Run 1, clock distribution:
Scale: 2 px per µm.
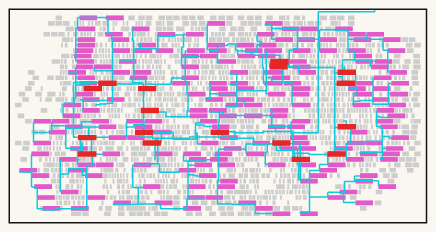
Run 1, metal layers overlaid:
Scale: 3 px per µm.
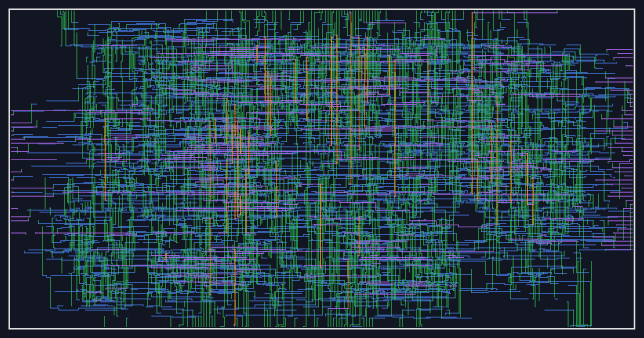
Run 1, floorplan with the power grid:
Scale: 2 px per µm. Pins as bars on the die edge.
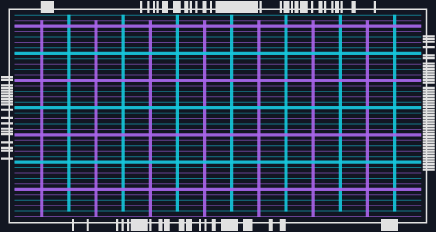
Run 1, selected gate families:
Scale: 2 px per µm.
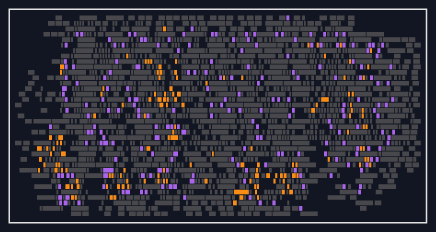
==> config.mk <==
export PLATFORM = sky130hd
export DESIGN_NAME = psram_bist
export DESIGN_NICKNAME = d
export VERILOG_FILES = /design/src/rtl/psram_test_pkg.sv /design/src/rtl/psram_pattern_gen.sv /design/src/rtl/psram_bist.sv
export SDC_FILE = /design/constraint.sdc
export NUM_CORES = 1
export LEC_CHECK = 0
export ABC_AREA = 1
export CAP_MARGIN = 25
export CORE_ASPECT_RATIO = 0.5
export CORE_MARGIN = 2
export CORE_UTILIZATION = 54
export CTS_CLUSTER_SIZE = 28
export DETAILED_ROUTE_END_ITERATION = 8
export GPL_TIMING_DRIVEN = 0
export HOLD_SLACK_MARGIN = 0.12
export PLACE_DENSITY = 0.88
export SYNTH_ARGS = -nofsm -noshare
export SYNTH_HDL_FRONTEND = slang
export SYNTH_SLANG_ARGS = --single-unit
==> constraint.sdc <==
create_clock -name clk_100mhz -period 3 [get_ports clk_100mhz]
set_input_delay 0.6 -clock clk_100mhz [delete_from_list [all_inputs] [get_ports clk_100mhz]]
set_output_delay 0.6 -clock clk_100mhz [all_outputs]
set_load 0.1 [all_outputs]
==> flow_summary.yaml, run 1 <==
# yosys + openroad results
outcome:
  status: "finished, final reports clean"
job:
  warning_count: 29
  max-cap-violations: 0
logic_synthesis:
  synth_area_leader_cell: "dfrtp_1"
  synth_top_area_share_pct: 42.79
  yosysWarnings: 0
  yosys_area_um2: 11230
  yosys.area_share.aoi_pct: 9.784
  synthAdderAreaFrac_pct: 3.009
  fp_nets: 1592
  synth_cells: 1493
  ys_types: 40
  synth-edff-count: 0
  xor_share_pct: 4.134
  yosys.area_share.simple_pct: 30.32
  synth_area_per_cell_um2: 7.521
  synth_area_um2: 11230
  ys_async_sr_fraction_pct: 100.0
  ys_cells: 1493
  top_logic_kind: "simple AND/OR/NAND/NOR gates"
  mux_share_pct: 0
  yosysMostFrequentCell: "nand2_1"
  ys_dominant_reg_cell: "dfrtp_1"
drt:
  m1WireLength_um: 15120
  drt_first_pass_iters: 8
  viasPerCell: 5.747
  drtIter0Drc: 1145
  ant_nets: 0
  drc: 0
  wl_met2_um: 15790
  met3WireLength_um: 3955
setup_path:
  cpMostUsedCell: "buf_4"
  cpPeakStageDelay_ns: 0.47
  path_buffers: 5
  arrival_ns: 2.32
  critical_path_class: "register to output port"
  reg2regPathDepth: 12
  start_kind: "register"
  crit_cells: 8
  end_kind: "output port"
  path_max_fanout: 10
  worst_ep_required_time_ns: 2.40
placement:
  post-place-cells: 1960
  port_buffers: 193
  dp_hpwl_um: 26670
  place_congestion: 0.9812
finish:
  final_cell_mix: "396 x nand2_1, 196 x nand3_1, 191 x dfrtp_1"
  antennaDiodeCount: 0
  clock_buffers: 17
  logic_area_um2: 5333
  final_core_utilization_pct: 69.32
  fill_cells: 1624
  buffers: 263
  final_nets: 1810
  nMultiInputCombCells: 1070
  design.seq.count: 200
  nNonClkInverters: 159
  seq_area_um2: 5016
  drive_gt1_share_pct: 6.961
  clk_share_pct: 4.084
final_timing:
  min_period_ns: 2.922
  finalSetupViolCount: 0
  slew-limit-headroom_pct: 29.57
  layout_setup_ws_ns: 0.07840
  hold_ws_ns: 0.1104
  finalHoldViolCount: 0
  final-max-slew-violation-count: 0
global_routing:
  grt_pass1_vias: 10599
  grt_busiest_layer: "met2"
  grt_util_met2_pct: 49.45
  antenna_found_initial: 0
  grt.overflow.total: 0
  grt_pass1_wl_um: 56500
  grt_max_degree: 128
clocking:
  cts_tree: "done"
  cts_max_path_buffers: 2
  cts_root_buf: "clkbuf_16"
  htree_num_levels: 4
  post_cts_resized: 53
  cts_buffers: 17
  cts_setup_buffers: 0
hold_path:
  min_path_type: "input port to async pin"
floorplanning:
  ioPinCount: 194
  die_area_um2: 22030
Back to the opening pictures, 'clock distribution':
[magenta] flip-flops | count: 200
[cyan] clock wires | length: 2390 µm
[red] cells driving clock nets | count: 17
flops lie: all over the die
clk ins delay skew pair: 0.45 ns
clk_skew: 0.01466 ns

Back to the opening pictures, 'metal layers overlaid':
[orange] met4 | wire length: 938 µm
[blue] met1 | wire length: 15100 µm
[green] met2 | wire length: 15800 µm
[purple] met3 | wire length: 3960 µm
WL final: 35800 µm
vias after detailed routing: 11477
GRT Overall Usage: 32.42%
drt wl/cell: 17.93 µm

Back to the opening pictures, 'floorplan with the power grid':
[purple] VSS
[cyan] VDD
signal pins: 194
rows: 37
Core Footprint: 20460 µm²
die width: 207.9 µm
die height: 106.0 µm

Back to the opening pictures, 'selected gate families':
[purple] inverting AOI/OAI gates | cells: 207 | where: all over the die
[orange] NOR gates | cells: 138
logic share of the area: 37.60%
post-route insts no fill: 1997
most frequent logic cell in the layout: nand2_1

==> run 2: changes to the inputs <==
--- a/config.mk
+++ b/config.mk
@@ -10,7 +10,6 @@
 export CORE_ASPECT_RATIO = 0.5
 export CORE_MARGIN = 2
 export CORE_UTILIZATION = 54
-export CTS_CLUSTER_SIZE = 28
 export DETAILED_ROUTE_END_ITERATION = 8
 export GPL_TIMING_DRIVEN = 0
 export HOLD_SLACK_MARGIN = 0.12
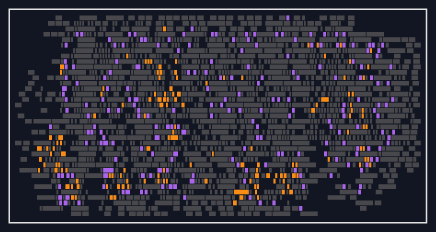
Run 2: selected gate families
Scale: 2 px per µm.
[orange] NOR gates | cells: 138
[purple] inverting AOI/OAI gates | cells: 207 | where: all over the die

==> flow_summary.yaml, run 2 <==
# yosys + openroad results
setup_path:
  arrival_ns: 2.32
  path_buffers: 5
  crit_cells: 8
  critical_path_class: "register to output port"
  start_kind: "register"
  cpMostUsedCell: "buf_4"
  cpPeakStageDelay_ns: 0.47
  reg2regPathDepth: 12
  end_kind: "output port"
  path_max_fanout: 10
  worst_ep_required_time_ns: 2.40
drt:
  ant_nets: 0
  drt_first_pass_iters: 8
  wire_per_inst_um: 17.93
  met3WireLength_um: 3955
  m1WireLength_um: 15120
  vias: 11477
  wirelength_um: 35800
  wl_met2_um: 15790
  drtIter0Drc: 1145
  viasPerCell: 5.747
placement:
  post-place-cells: 1960
  dp_hpwl_um: 26670
  place_congestion: 0.9812
  port_buffers: 193
clocking:
  worstSkewPairLatency_ns: 0.45
  post_cts_resized: 53
  cts_max_path_buffers: 2
  cts_tree: "done"
  cts_setup_buffers: 0
  cts_root_buf: "clkbuf_16"
  cts_buffers: 17
  htree_num_levels: 4
logic_synthesis:
  mux_share_pct: 0
  synth_top_area_share_pct: 42.79
  fp_nets: 1592
  ys_cells: 1493
  top_logic_kind: "simple AND/OR/NAND/NOR gates"
  ys_async_sr_fraction_pct: 100.0
  synthAdderAreaFrac_pct: 3.009
  yosysMostFrequentCell: "nand2_1"
  synth-edff-count: 0
  yosys.area_share.simple_pct: 30.32
  synth_cells: 1493
  xor_share_pct: 4.134
  yosys_area_um2: 11230
  ys_dominant_reg_cell: "dfrtp_1"
  yosysWarnings: 0
  synth_area_leader_cell: "dfrtp_1"
  yosys.area_share.aoi_pct: 9.784
  ys_types: 40
  synth_area_per_cell_um2: 7.521
  synth_area_um2: 11230
floorplanning:
  die_area_um2: 22030
  die_h_um: 106.0
  ioPinCount: 194
  fp.dieW_um: 207.9
  coreArea_um2: 20460
finish:
  seq_area_um2: 5016
  synthToLayoutAreaGrowth_pct: 26.32
  final_nets: 1810
  stdcell_count: 1997
  logic_area_um2: 5333
  drive_gt1_share_pct: 6.961
  final_core_utilization_pct: 69.32
  fill_cells: 1624
  lay_top_count: "nand2_1"
  nMultiInputCombCells: 1070
  clk_share_pct: 4.084
  antennaDiodeCount: 0
  nNonClkInverters: 159
  buffers: 263
  sh_comb_area_pct: 37.60
  clock_buffers: 17
  design.seq.count: 200
  final_cell_mix: "396 x nand2_1, 196 x nand3_1, 191 x dfrtp_1"
global_routing:
  grt_busiest_layer: "met2"
  grt_use_met1_pct: 46.20
  grt_pass1_vias: 10599
  grt_max_degree: 128
  antenna_found_initial: 0
  grt_util_met2_pct: 49.45
  grt.overflow.total: 0
  track_usage_pct: 32.42
  grt_pass1_wl_um: 56500
final_timing:
  layout_setup_ws_ns: 0.07840
  finalSetupViolCount: 0
  slew-limit-headroom_pct: 29.57
  finClkSkew_ns: 0.01466
  setup_tns_ns: 0
  min_period_ns: 2.922
  final-max-slew-violation-count: 0
  hold_ws_ns: 0.1104
  finalHoldViolCount: 0
job:
  max-cap-violations: 0
  warning_count: 29
hold_path:
  min_path_type: "input port to async pin"
outcome:
  status: "finished, final reports clean"
